--- src/rtl/ifu_pkg.sv ---
// Shared definitions for the instruction-fetch controller: state encoding,
// the NOP injected on misaligned fetches, and the default reset PC.
package ifu_pkg;

  localparam logic [2:0] ST_IDLE  = 3'd0;
  localparam logic [2:0] ST_REQ   = 3'd1;
  localparam logic [2:0] ST_WAIT  = 3'd2;
  localparam logic [2:0] ST_ISSUE = 3'd3;
  localparam logic [2:0] ST_EXEC  = 3'd4;

  typedef enum logic [2:0] {
    S_IDLE  = ST_IDLE,
    S_REQ   = ST_REQ,
    S_WAIT  = ST_WAIT,
    S_ISSUE = ST_ISSUE,
    S_EXEC  = ST_EXEC
  } state_t;

  localparam logic [31:0] NOP_INST          = 32'h0000_0013;
  localparam logic [31:0] DEFAULT_RST_VALUE = 32'h8000_0000;

endpackage

--- src/rtl/ifu_perf_cnt.sv ---
// Fetch and stall event counters; both count one per enabled cycle and wrap at 2^32.
// Purely observational: no effect on the fetch pipeline.
module ifu_perf_cnt (
  input  logic        clk,
  input  logic        rst,
  input  logic        fetch_inc,
  input  logic        stall_inc,
  output logic [31:0] fetch_cnt,
  output logic [31:0] stall_cnt
);

  always_ff @(posedge clk or posedge rst) begin
    if (rst) begin
      fetch_cnt <= 32'd0;
      stall_cnt <= 32'd0;
    end else begin
      if (fetch_inc) fetch_cnt <= fetch_cnt + 32'd1;
      if (stall_inc) stall_cnt <= stall_cnt + 32'd1;
    end
  end

endmodule

--- src/rtl/ifu_fetch_ctrl.sv ---
// Fetch sequencer owning the PC: request -> response -> issue -> commit; inst_valid 2 cycles after request handshake.
// Every stage holds its outputs until its handshake completes. IFU_PERF_CNT_EN adds perf counters.
module ifu_fetch_ctrl
  import ifu_pkg::*;
#(
  parameter int                  BITWIDTH  = 32,
  parameter logic [BITWIDTH-1:0] RST_VALUE = BITWIDTH'(DEFAULT_RST_VALUE)
) (
  input  logic                clk,
  input  logic                rst,
  output logic                ifu_req_valid,
  input  logic                ifu_req_ready,
  output logic [BITWIDTH-1:0] ifu_req_addr,
  input  logic                ifu_resp_valid,
  output logic                ifu_resp_ready,
  input  logic [BITWIDTH-1:0] ifu_resp_data,
  input  logic                ifu_resp_err,
  output logic                inst_valid,
  input  logic                inst_ready,
  output logic [BITWIDTH-1:0] inst,
  output logic [BITWIDTH-1:0] inst_pc,
  output logic                inst_fault,
  input  logic                commit_valid,
  input  logic [BITWIDTH-1:0] next_pc,
`ifdef IFU_PERF_CNT_EN
  output logic [31:0]         perf_fetch_cnt,
  output logic [31:0]         perf_stall_cnt,
`endif
  output logic [BITWIDTH-1:0] pc
);

  state_t              state_q, state_d;
  logic [BITWIDTH-1:0] pc_q;
  logic [BITWIDTH-1:0] inst_q, inst_d;
  logic                fault_q, fault_d;
  logic                inst_load;
  logic                pc_load;
  logic                misaligned;

  assign misaligned = (pc_q[1:0] != 2'b00);

  always_comb begin
    state_d        = state_q;
    ifu_req_valid  = 1'b0;
    ifu_resp_ready = 1'b0;
    inst_valid     = 1'b0;
    inst_load      = 1'b0;
    inst_d         = inst_q;
    fault_d        = fault_q;
    pc_load        = 1'b0;
    case (state_q)
      S_IDLE: state_d = S_REQ;
      S_REQ: begin
        if (misaligned) begin
          // Misaligned PC never reaches memory; a faulting NOP is issued instead.
          inst_load = 1'b1;
          inst_d    = BITWIDTH'(NOP_INST);
          fault_d   = 1'b1;
          state_d   = S_ISSUE;
        end else begin
          ifu_req_valid = 1'b1;
          if (ifu_req_ready) state_d = S_WAIT;
        end
      end
      S_WAIT: begin
        ifu_resp_ready = 1'b1;
        if (ifu_resp_valid) begin
          inst_load = 1'b1;
          inst_d    = ifu_resp_err ? '0 : ifu_resp_data;
          fault_d   = ifu_resp_err;
          state_d   = S_ISSUE;
        end
      end
      S_ISSUE: begin
        inst_valid = 1'b1;
        if (inst_ready) state_d = S_EXEC;
      end
      S_EXEC: begin
        if (commit_valid) begin
          pc_load = 1'b1;
          state_d = S_REQ;
        end
      end
      default: state_d = S_IDLE;
    endcase
  end

  always_ff @(posedge clk or posedge rst) begin
    if (rst) begin
      state_q <= S_IDLE;
      pc_q    <= RST_VALUE;
      inst_q  <= '0;
      fault_q <= 1'b0;
    end else begin
      state_q <= state_d;
      if (pc_load) pc_q <= next_pc;
      if (inst_load) begin
        inst_q  <= inst_d;
        fault_q <= fault_d;
      end
    end
  end

  assign ifu_req_addr = pc_q;
  assign inst_pc      = pc_q;
  assign pc           = pc_q;
  assign inst         = inst_q;
  assign inst_fault   = fault_q;

`ifdef IFU_PERF_CNT_EN
  logic fetch_inc;
  logic stall_inc;

  assign fetch_inc = (state_q == S_WAIT) && ifu_resp_valid;
  assign stall_inc = ((state_q == S_REQ) && !ifu_req_ready) ||
                     ((state_q == S_WAIT) && !ifu_resp_valid);

  ifu_perf_cnt u_perf_cnt (
    .clk       (clk),
    .rst       (rst),
    .fetch_inc (fetch_inc),
    .stall_inc (stall_inc),
    .fetch_cnt (perf_fetch_cnt),
    .stall_cnt (perf_stall_cnt)
  );
`endif

endmodule

--- config.mk ---
export PLATFORM = sky130hd
export DESIGN_NAME = ifu_fetch_ctrl
export DESIGN_NICKNAME = d
export VERILOG_FILES = /design/src/rtl/ifu_pkg.sv /design/src/rtl/ifu_perf_cnt.sv /design/src/rtl/ifu_fetch_ctrl.sv
export SDC_FILE = /design/constraint.sdc
export NUM_CORES = 1
export LEC_CHECK = 0
export CAP_MARGIN = 20
export CORE_MARGIN = 5
export CORE_UTILIZATION = 40
export DETAILED_ROUTE_END_ITERATION = 12
export PLACE_DENSITY = 0.87
export SLEW_MARGIN = 15
export SYNTH_ARGS = -nofsm -noshare
export SYNTH_HDL_FRONTEND = slang
export SYNTH_SLANG_ARGS = --single-unit
--- constraint.sdc ---
create_clock -name clk -period 4.16 [get_ports clk]
set_clock_uncertainty 0.1 [all_clocks]
set_input_delay 0.832 -clock clk [delete_from_list [all_inputs] [get_ports clk]]
set_output_delay 0.832 -clock clk [all_outputs]
set_load 0.02 [all_outputs]
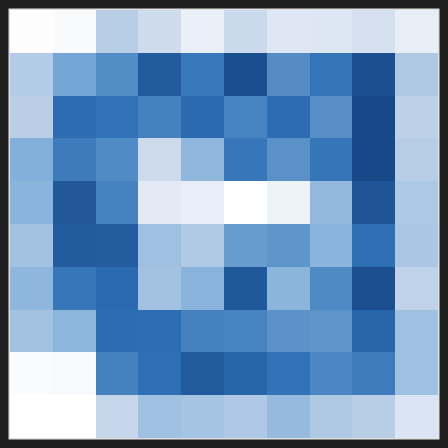
**Above:** run 1 (cell density map).
The die is cut into 10 by 10 equal tiles; white is low, dark blue is high, 0 to 100% covered.
The mean over all tiles is 49%. 4.0% of the tiles are nearly empty. 21% of the tiles are over 75% full. The fullest tile reaches 90%.
final core utilization: 0.644
initial core utilization: 0.413
core box area: 7730 sq um

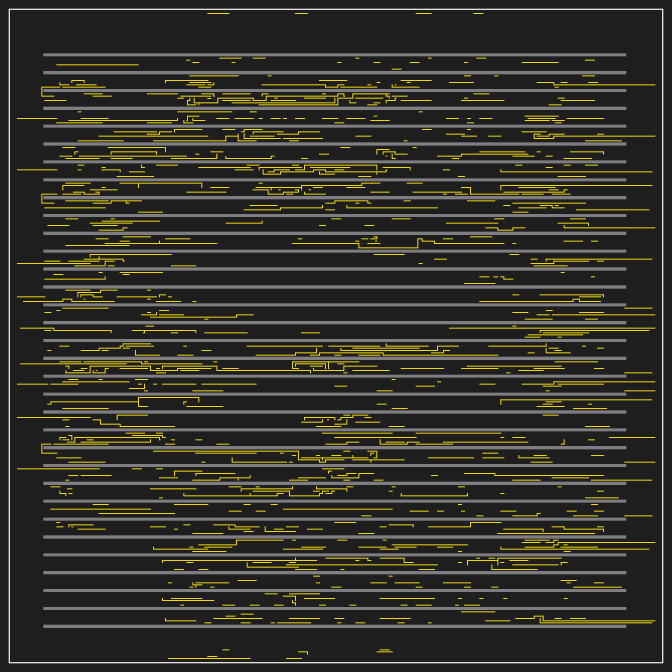
**Above:** run 1 (signal wires on met1).
Supply wires on this layer in gray.
The longest straight run is 31.3 microns. The wires run mostly horizontal. 372 nets have wire on it.

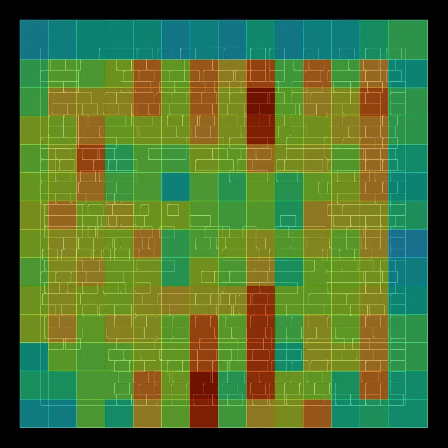
**Above:** run 1 (track usage over the die).
GRT Util Overall: 0.177
grt peak-use layer: met2
met2 usage: 0.311
met1 GRT Util: 0.189
met3 Usage GRT: 0.0764

==> flow_summary.ini, run 1 <==
; yosys + openroad results
[yosys]
top_area_cell = dfrtp_1
ys_warn_count = 0
synth-edff-count = 0
synth_top_area_share = 0.526
most_common_cell = dfrtp_1
ys_cells = 246
synth_area_sq_um = 3190
ys.flops = 68
synth_area_per_cell_sq_um = 13.0
area_leaders = dfrtp_1, buf_4, mux2_1
synthFlopType = dfrtp_1
top_cells_by_count = dfrtp_1, buf_4, mux2_1
synth_cell_types = 27
yosys-stat-area_sq_um = 3190
async_flop_share = 1.00
synth_nets = 317
synth_seq_share = 0.534
synth_cells = 246

[floorplanning]
row_count = 32
chip_area_sq_um = 9860
die_w_microns = 99.3
fp.dieH_microns = 99.3
io_pins = 203

[clock_tree]
ctsHtreeMaxLevel = 3
path_clk_slew_ns = 0.08
cts_tree = done
ctsResizeCount = 0
cts-root-buf = clkbuf_8
cts.sinks = 68
clkLatencyLatePin_ns = 0.33
cts.path.max_buffers = 2
numCtsBuffers = 9
cts_hold_buf = 0
post_cts_buffers = 0

[critical_path]
rrSetupSlack_ns = 2.02
critical-path-slowest-cell = clkdlybuf4s50_1
endpoint_kind = primary output
r2r_start = state_q[1]$_DFFE_PP0P_
max_stage_delay_ns = 0.66
reg2reg_depth = 3
path_depth = 3
critPathBufInv = 1
r2r_end = ifu_req_addr[5]$_DFFE_PP0P_
crit_chain = nor2_1 > nor4bb_1 > clkdlybuf4s50_1
crit_start = ifu_req_addr[0]$_DFFE_PP0P_
start_kind = register
critical-path-top-delay-family = buffers and inverters
crit_path_end = ifu_req_valid
critical_path_required_ns = 3.23
crit_arrival_ns = 1.89
path_max_fanout = 6
crit_type = reg -> out

[grt]
antenna_found_initial = 0
first_global_vias = 2578
grt_pass1_wl_microns = 13800
grt_max_degree = 48
grt_overflow = 0

[power_and_ir_drop]
peakVddDrop_uv = 360
p_int_mw = 2.53
netSwitchingFraction = 0.409
p_total_mw = 4.28
pwr-share-clk = 0.120
share_comb_of_total_power = 0.591
p_sw_mw = 1.75
power.leakage_nw = 2.08
power_frac_seq = 0.289
power_per_cell_area_nw_per_um2 = 860

[final_timing]
slew_violations = 0
finalClockPeriodUsage = 0.679
tightest_slew_ns = 0.887
setup_slack_ns = 1.34
setup_violations = 0
setup_tns_ns = 0
fmax_mhz = 354
hold_viol = 0
post-route-min-period_ns = 2.82
hold_slack_ns = 0.423
slew_headroom = 0.407
rsz0062_at_grt = false

[route]
drc = 0
drt-pass1-iter-count = 4
postRouteAntennaNets = 0
wl_microns = 8750
drt-initial-drc-count = 101
avgRoutedWirePerCell_microns = 17.8
num_vias = 2415
viasPerCell = 4.92

[place]
portBuffers = 202
placedCellCount = 473
gp_congestion = 0.755
place_area_sq_um = 4760
place_ws_ns = 1.37
dpl.hpwl_microns = 6790

[hold_path]
min_path_cells = 1
hold_path_class = reg -> reg
min_from = inst[14]$_DFFE_PP0P_
whs_endpoint = inst[14]$_DFFE_PP0P_

[status]
outcome = finished clean

[run]
max-cap-violations = 0
warnings = 26

[final_layout]
instances_no_fill = 491
drive_gt1_frac = 0.0643
syn_to_final_growth_pct = 56.0
nets = 455
fill_cells = 574
final_cell_area_sq_um = 4980
diodes = 0
run 1: cells by family after synthesis:
kind of cell           share of synthesized area
buffers and inverters                      0.195
DFF                                        0.534
AOI/OAI and AO/OA                          0.115
muxes                                      0.113
and+or+nand+nor                           0.0432
run 1: power groups by stage:
stage	registers (mW)	logic, mW	clock network [mW]
floorplan	1.55	1.27	0
global placement	1.23	2.50	0
detailed placement	1.25	2.54	0
CTS	1.24	2.55	0.535
global route	1.30	2.65	0.570
finish	1.24	2.53	0.512
run 1: layout by cell type (no fill, tap or decap), types with 2 or more instances in the layout:
master           count
nor2_1               6
clkbuf_1             2
buf_4                4
nand2b_1             2
a21oi_1              8
nor4bb_1             2
clkdlybuf4s50_1    202
clkbuf_8             9
dfrtp_1             67
clkinv_2             3
a32o_1              29
mux2_1              32
nand2_1              2
run 1: sequential cells by signal, indices dropped and copies added, names as in the netlist:
register,cells
ifu_req_addr,32
inst,32
state_q,3
inst_fault,1
run 1: final cells by class:
| class | count | area, sq um | area share |
|---|---|---|---|
| clock buffer | 11 | 131 | 0.0264 |
| clock inverter | 5 | 52.6 | 0.0106 |
| inverter | 2 | 7.51 | 0.00151 |
| multi-input combinational | 95 | 867 | 0.174 |
| sequential | 68 | 1700 | 0.342 |
| tap | 102 | 128 | 0.0256 |
| timing repair buffer | 208 | 2090 | 0.419 |
run 1: worst register-to-register path: stages (launching register included):
cell and delay (ns):
dfrtp_1 0.50, or2_1 0.30, nor2_4 0.71, mux2_1 0.41
run 1: per-layer routing:
metal / up-vias / part of all wire / routed length, microns / track usage
met5: - / 0 / 0 / 0
met4: 0 / 0.017 / 153 / 0.0599
met3: 14 / 0.11 / 920 / 0.0764
met2: 131 / 0.51 / 4480 / 0.311
met1: 1180 / 0.37 / 3200 / 0.189
li1: 1090 / - / - / -
**Run 1: cells colored by class**

Scale bar: 20 microns. Fill, decap, tap and diode cells in gray.
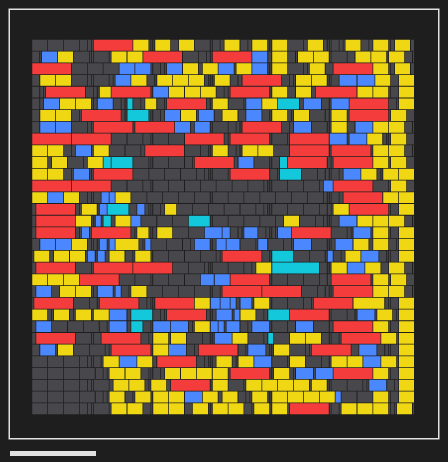

## Run 2: what changed since run 1
--- a/config.mk
+++ b/config.mk
@@ -7,9 +7,9 @@
 export LEC_CHECK = 0
 export CAP_MARGIN = 20
 export CORE_MARGIN = 5
-export CORE_UTILIZATION = 40
+export CORE_UTILIZATION = 37
 export DETAILED_ROUTE_END_ITERATION = 12
-export PLACE_DENSITY = 0.87
+export PLACE_DENSITY = 0.81
 export SLEW_MARGIN = 15
 export SYNTH_ARGS = -nofsm -noshare
 export SYNTH_HDL_FRONTEND = slang
==> constraint.sdc (replaced) <==
create_clock -name clk -period 2.95 [get_ports clk]
set_clock_uncertainty 0.1 [all_clocks]
set_input_delay 0.59 -clock clk [delete_from_list [all_inputs] [get_ports clk]]
set_output_delay 0.59 -clock clk [all_outputs]
set_load 0.02 [all_outputs]
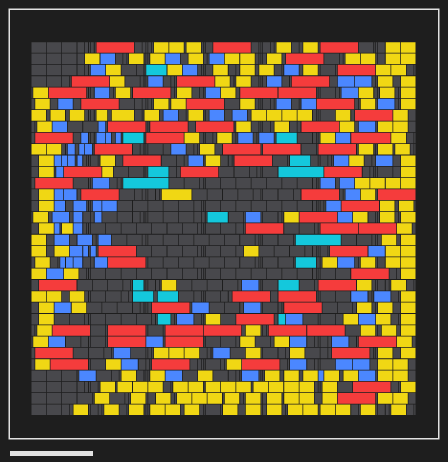
**Above:** run 2 (cells colored by class).
Scale bar: 20 microns. Fill, decap, tap and diode cells in gray.
Key: remaining buffers and delay cells = yellow [cells 207, share of their area 42%]; clock drivers and dummy loads = cyan [cells 16, share of their area 5.1%]; registers = red [cells 68, share of their area 35%]; remaining logic cells = blue [cells 97, share of their area 18%]
final core utilization: 0.607
flop share of the area: 0.338

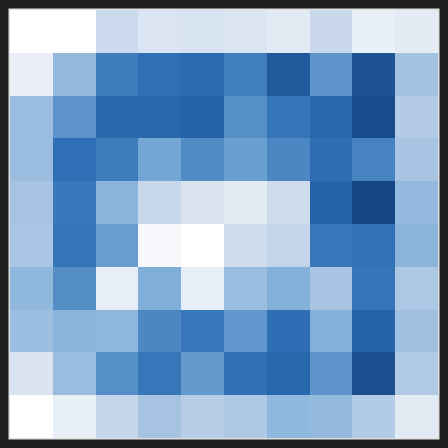
**Above:** run 2 (cell density map).
The die is cut into 10 by 10 equal tiles; white is low, dark blue is high, 0 to 100% covered.
The fullest tile reaches 91%. The emptiest ninth of the die: middle. 14% of the tiles are over 75% full.
initial core utilization: 0.384
core box area: 8300 sq um

==> flow_summary.ini, run 2 <==
; yosys + openroad results
[power_and_ir_drop]
pwr-share-clk = 0.152
p_int_mw = 3.77
power-top-group = combinational cells
netSwitchingFraction = 0.395
p_comb_mw = 3.54
power.leakage_nw = 2.10
share_comb_of_total_power = 0.569

[yosys]
ys.flops = 68
top_cells_by_count = dfrtp_1, buf_4, mux2_1
ys_sh_xor = 0
synthFlopType = dfrtp_1
synth_top_area_share = 0.526
synthAdderAreaFrac = 0
synth_seq_share = 0.534
synthTopLogicFamily = buffers and inverters
ys_cells = 246
top_area_cell = dfrtp_1
synth_nets = 317
synth-compound-area-share = 0.115
synth-edff-count = 0
synth_cells = 246
async_flop_share = 1.00
area_leaders = dfrtp_1, buf_4, mux2_1
most_common_cell = dfrtp_1
synth_cell_types = 27
synth_area_sq_um = 3190
yosys-stat-area_sq_um = 3190
yosys.area_share.simple = 0.0432

[route]
drc = 0
num_vias = 2389
drt-initial-drc-count = 61
drt-pass1-iter-count = 4
wl_met3_microns = 790
wl_met1_microns = 3160
top_layer = met4
viasPerCell = 4.85
postRouteAntennaNets = 0

[critical_path]
start_kind = register
crit_arrival_ns = 1.89
r2r_start = state_q[1]$_DFFE_PP0P_
crit_chain = nor2_1 > nor4bb_1 > clkdlybuf4s50_1
crit_start = ifu_req_addr[0]$_DFFE_PP0P_
critical_path_required_ns = 2.26
crit_type = reg -> out
r2r_end = inst[28]$_DFFE_PP0P_
max_stage_delay_ns = 0.66
endpoint_kind = primary output
path_max_fanout = 6
rrSetupSlack_ns = 1.01
crit_path_end = ifu_req_valid

[final_layout]
syn_to_final_growth_pct = 57.9
final_layout_top_logic_cells = clkdlybuf4s50_1, dfrtp_1, mux2_1
lay_top_count = clkdlybuf4s50_1
nets = 454
instances_no_fill = 493
drive_gt1_frac = 0.0670

[status]
outcome = finished clean

[clock_tree]
cts.sinks = 68
numCtsBuffers = 9
post_cts_buffers = 0
cts-root-buf = clkbuf_8
cts_hold_buf = 0
cts.path.max_buffers = 2
clkLatencyLatePin_ns = 0.33

[floorplanning]
chip_area_sq_um = 10600
row_count = 33
die_w_microns = 103
io_pins = 203
fp.dieH_microns = 103

[final_timing]
setup_slack_ns = 0.367
hold_slack_ns = 0.421
setup_violations = 0
tightest_slew_ns = 0.660
setup_tns_ns = 0
slew_violations = 0
fmax_mhz = 387
rsz0062_at_grt = false
slew_headroom = 0.554
finalClockPeriodUsage = 0.876

[run]
warnings = 26
max-cap-violations = 0

[grt]
antenna_found_initial = 0
grt_pass1_wl_microns = 12800
grt_max_degree = 43
grt_overflow = 0

[place]
placedCellCount = 476
place_ws_ns = 0.694
dpl.hpwl_microns = 6510
portBuffers = 202

[hold_path]
hold_path_class = reg -> reg
## run 2: netlist changes by cell type in the layout (fill, tap and decap cells not counted), sizes merged
cell    previous run  this run
clkinv             3         2
bufinv             1         3
buf                6         5
clkbuf            11        10
## run 2: how the worst min path moves through the flow
stage                                start                      to  slack [ns]  cells past startpoint
floorplan           state_q[2]$_DFFE_PP0P_  state_q[1]$_DFFE_PP0P_        0.43                      2
global placement       inst[7]$_DFFE_PP0P_     inst[7]$_DFFE_PP0P_        0.40                      1
detailed placement     inst[2]$_DFFE_PP0P_     inst[2]$_DFFE_PP0P_        0.41                      1
CTS                   inst[20]$_DFFE_PP0P_    inst[20]$_DFFE_PP0P_        0.43                      1
global route           inst[5]$_DFFE_PP0P_     inst[5]$_DFFE_PP0P_        0.44                      1
finish                inst[20]$_DFFE_PP0P_    inst[20]$_DFFE_PP0P_        0.42                      1
## run 2: logic make-up after synthesis
| kind of cell | count (synthesis) |
|---|---|
| AND-OR/OR-AND | 41 |
| buffers and inverters | 83 |
| flip-flops | 68 |
| multiplexers | 32 |
| AND/OR/NAND/NOR | 22 |
## run 2: worst max-delay path: cells and delay by family, from the launching register on
kind                   cells  cell delay (ns)
buffers and inverters      1             0.66
DFF                        1             0.43
and+or+nand+nor            2             0.48
## run 2: area by class of cell
class	count	area [sq um]
timing repair buffer	207	2080
clock buffer	10	138
tap	105	131
sequential	68	1700
clock inverter	6	111
fill	672	3260
multi-input combinational	95	867
inverter	2	7.51
## run 2: per-layer routing
metal,vias to the layer above,global-route usage
met4,0,0.0508
li1,1082,-
met3,9,0.0433
met5,-,0
met2,116,0.279
met1,1182,0.181
**Run 2: I/O nets highlighted**

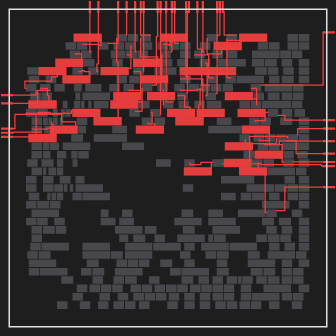

## Run 3: what changed since run 2
--- a/config.mk
+++ b/config.mk
@@ -5,9 +5,11 @@
 export SDC_FILE = /design/constraint.sdc
 export NUM_CORES = 1
 export LEC_CHECK = 0
+export ABC_AREA = 1
 export CAP_MARGIN = 20
 export CORE_MARGIN = 5
 export CORE_UTILIZATION = 37
+export CTS_CLUSTER_SIZE = 8
 export DETAILED_ROUTE_END_ITERATION = 12
 export PLACE_DENSITY = 0.81
 export SLEW_MARGIN = 15
==> constraint.sdc (replaced) <==
create_clock -name clk -period 2.57 [get_ports clk]
set_clock_uncertainty 0.1 [all_clocks]
set_input_delay 0.514 -clock clk [delete_from_list [all_inputs] [get_ports clk]]
set_output_delay 0.514 -clock clk [all_outputs]
set_load 0.02 [all_outputs]
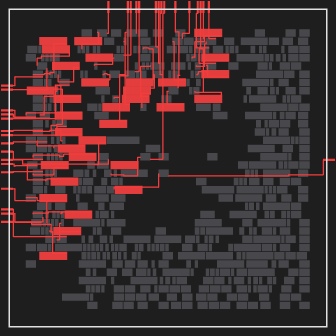
**Above:** run 3 (I/O nets highlighted).
Key: `inst` = red [bits 32, direction output, end cells 32, wire 1170 microns]

==> flow_summary.ini, run 3 <==
; yosys + openroad results
[status]
outcome = finished clean

[clock_tree]
path_clk_slew_ns = 0.08
post_cts_buffers = 0
cts_tree = done
cts.sinks = 68
numCtsBuffers = 9
ctsHtreeMaxLevel = 3
cts.path.max_buffers = 2
clkLatencyLatePin_ns = 0.33
cts_hold_buf = 0
cts-root-buf = clkbuf_8
ctsResizeCount = 0

[route]
viasPerCell = 4.34
avgRoutedWirePerCell_microns = 13.6
drc = 0
drt-pass1-iter-count = 6
postRouteAntennaNets = 0
num_vias = 2751
drt-initial-drc-count = 47

[yosys]
ys.flops = 68
synth_cells = 381
top_area_cell = dfrtp_1
synth-edff-count = 0
top_cells_by_count = nand2_1, dfrtp_1, buf_4
synth_top_area_share = 0.511
synth_area_per_cell_sq_um = 8.60
most_common_cell = nand2_1
ys_warn_count = 0
synth_nets = 452
async_flop_share = 1.00
area_leaders = dfrtp_1, buf_4, nand2_1
synth_seq_share = 0.519
synthFlopType = dfrtp_1
synth_area_sq_um = 3280
ys_cells = 381
yosys-stat-area_sq_um = 3280
synth_cell_types = 21

[final_timing]
slew_headroom = 0.629
hold_slack_ns = 0.259
rsz0062_at_grt = false
setup_violations = 0
fmax_mhz = 429
setup_slack_ns = 0.241
slew_violations = 0
finalClockPeriodUsage = 0.906
hold_viol = 0
tightest_slew_ns = 0.556
post-route-min-period_ns = 2.33
setup_tns_ns = 0

[place]
dpl.hpwl_microns = 6840
place_area_sq_um = 4920
portBuffers = 202
gp_congestion = 0.766
place_ws_ns = 0.514
placedCellCount = 618

[grt]
met2_usage = 0.265
grt_overflow = 0
busiest_layer = met2
first_global_vias = 2764
grt_usage = 0.158
grt.met3_usage = 0.0683
grt_pass1_wl_microns = 14200
grt_max_degree = 67
antenna_found_initial = 0

[final_layout]
syn_to_final_growth_pct = 57.0
nets = 592
drive_gt1_frac = 0.0779
lay_top_count = clkdlybuf4s50_1
diodes = 0
final_util = 0.593
final_cell_area_sq_um = 5150
instances_no_fill = 634
final_layout_top_logic_cells = clkdlybuf4s50_1, nand2_1, dfrtp_1
fill_cells = 751

[floorplanning]
fp.dieH_microns = 104
row_count = 34
initial_core_util = 0.378
io_pins = 203
die_w_microns = 104
coreArea_sq_um = 8680
chip_area_sq_um = 10800

[critical_path]
max_stage_delay_ns = 0.62
critical-path-slowest-cell = clkdlybuf4s50_1
reg2reg_depth = 8
r2r_end = inst[13]$_DFFE_PP0P_
crit_type = reg -> out
r2r_start = state_q[2]$_DFFE_PP0P_
crit_arrival_ns = 1.72
critical_path_required_ns = 1.96
crit_chain = inv_2 > nand3_1 > nor2_1 > clkdlybuf4s50_1
rrSetupSlack_ns = 0.96
path_max_fanout = 5
start_kind = register
endpoint_kind = primary output

[power_and_ir_drop]
clock_power_uw = 975
pwr-share-clk = 0.153
netSwitchingFraction = 0.415
p_total_mw = 6.37
p_sw_mw = 2.64
peakVddDrop_uv = 475
power_frac_seq = 0.290
p_comb_mw = 3.55
share_comb_of_total_power = 0.557
p_int_mw = 3.72
power_per_cell_area_nw_per_um2 = 1240
power-top-group = combinational cells
power.leakage_nw = 2.46
powerSeq_mw = 1.84

[run]
warnings = 26
max-cap-violations = 0

[hold_path]
hold_path_class = in -> async
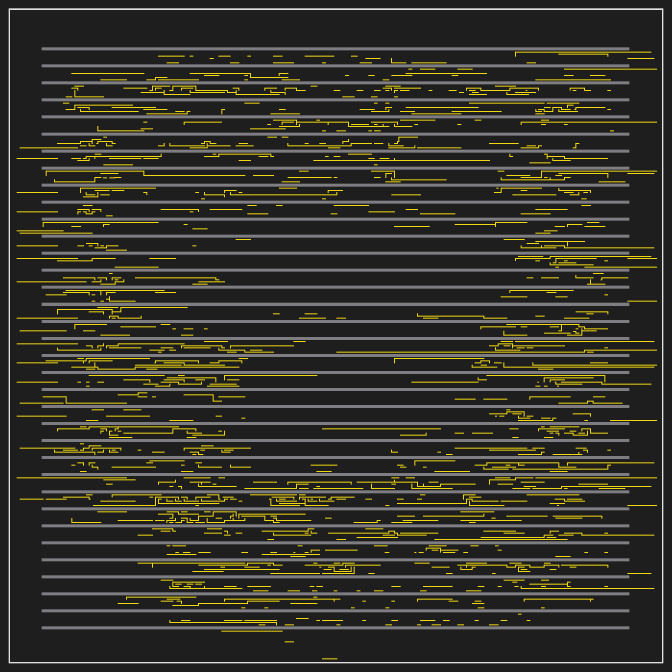
**Above:** run 3 (signal wires on met1).
Supply wires on this layer in gray.
routed wire length: 8590 microns
met1 GRT Util: 0.186

==> run 3: how the worst max path moves through the flow <==
| stage | startpoint | endpoint | slack, ns | cells past startpoint |
|---|---|---|---|---|
| finish | state_q[2]$_DFFE_PP0P_ | ifu_req_valid | 0.24 | 4 |
| global route | state_q[2]$_DFFE_PP0P_ | ifu_req_valid | 0.11 | 4 |
| CTS | state_q[2]$_DFFE_PP0P_ | ifu_req_valid | 0.22 | 4 |
| detailed placement | ifu_resp_valid | inst[28]$_DFFE_PP0P_ | 0.51 | 6 |
| global placement | ifu_resp_valid | inst[30]$_DFFE_PP0P_ | 0.60 | 6 |
| floorplan | rst | ifu_req_addr[0]$_DFFE_PP0P_ | 0.25 | 1 |
==> run 3: cell type report <==
cell class / count / area (sq um) / area share
Tap cell: 108 / 135 / 0.0263
Clock buffer: 10 / 138 / 0.0267
Sequential cell: 68 / 1700 / 0.331
Timing Repair Buffer: 205 / 2060 / 0.400
Clock inverter: 6 / 86.3 / 0.0168
Multi-Input combinational cell: 194 / 863 / 0.168
Inverter: 43 / 164 / 0.0319
==> run 3: cells by family after synthesis <==
family                 share of synthesized area
and+or+nand+nor                            0.205
AOI/OAI and AO/OA                         0.0572
buffers and inverters                      0.218
DFF                                        0.519
==> run 3: worst max-delay path: cells and delay by family, from the launching register on <==
kind | cells | cell delay [ns]
buffers and inverters | 2 | 0.73
DFF | 1 | 0.45
and+or+nand+nor | 2 | 0.21
==> run 3: per-layer routing <==
| metal | up-vias | wire, microns |
|---|---|---|
| met2 | 130 | 4200 |
| met1 | 1252 | 3490 |
| met3 | 6 | 844 |
| met4 | 0 | 55 |
| met5 | - | 0 |
| li1 | 1363 | - |
No activity file was given, so power comes from the tool's default toggle rates.
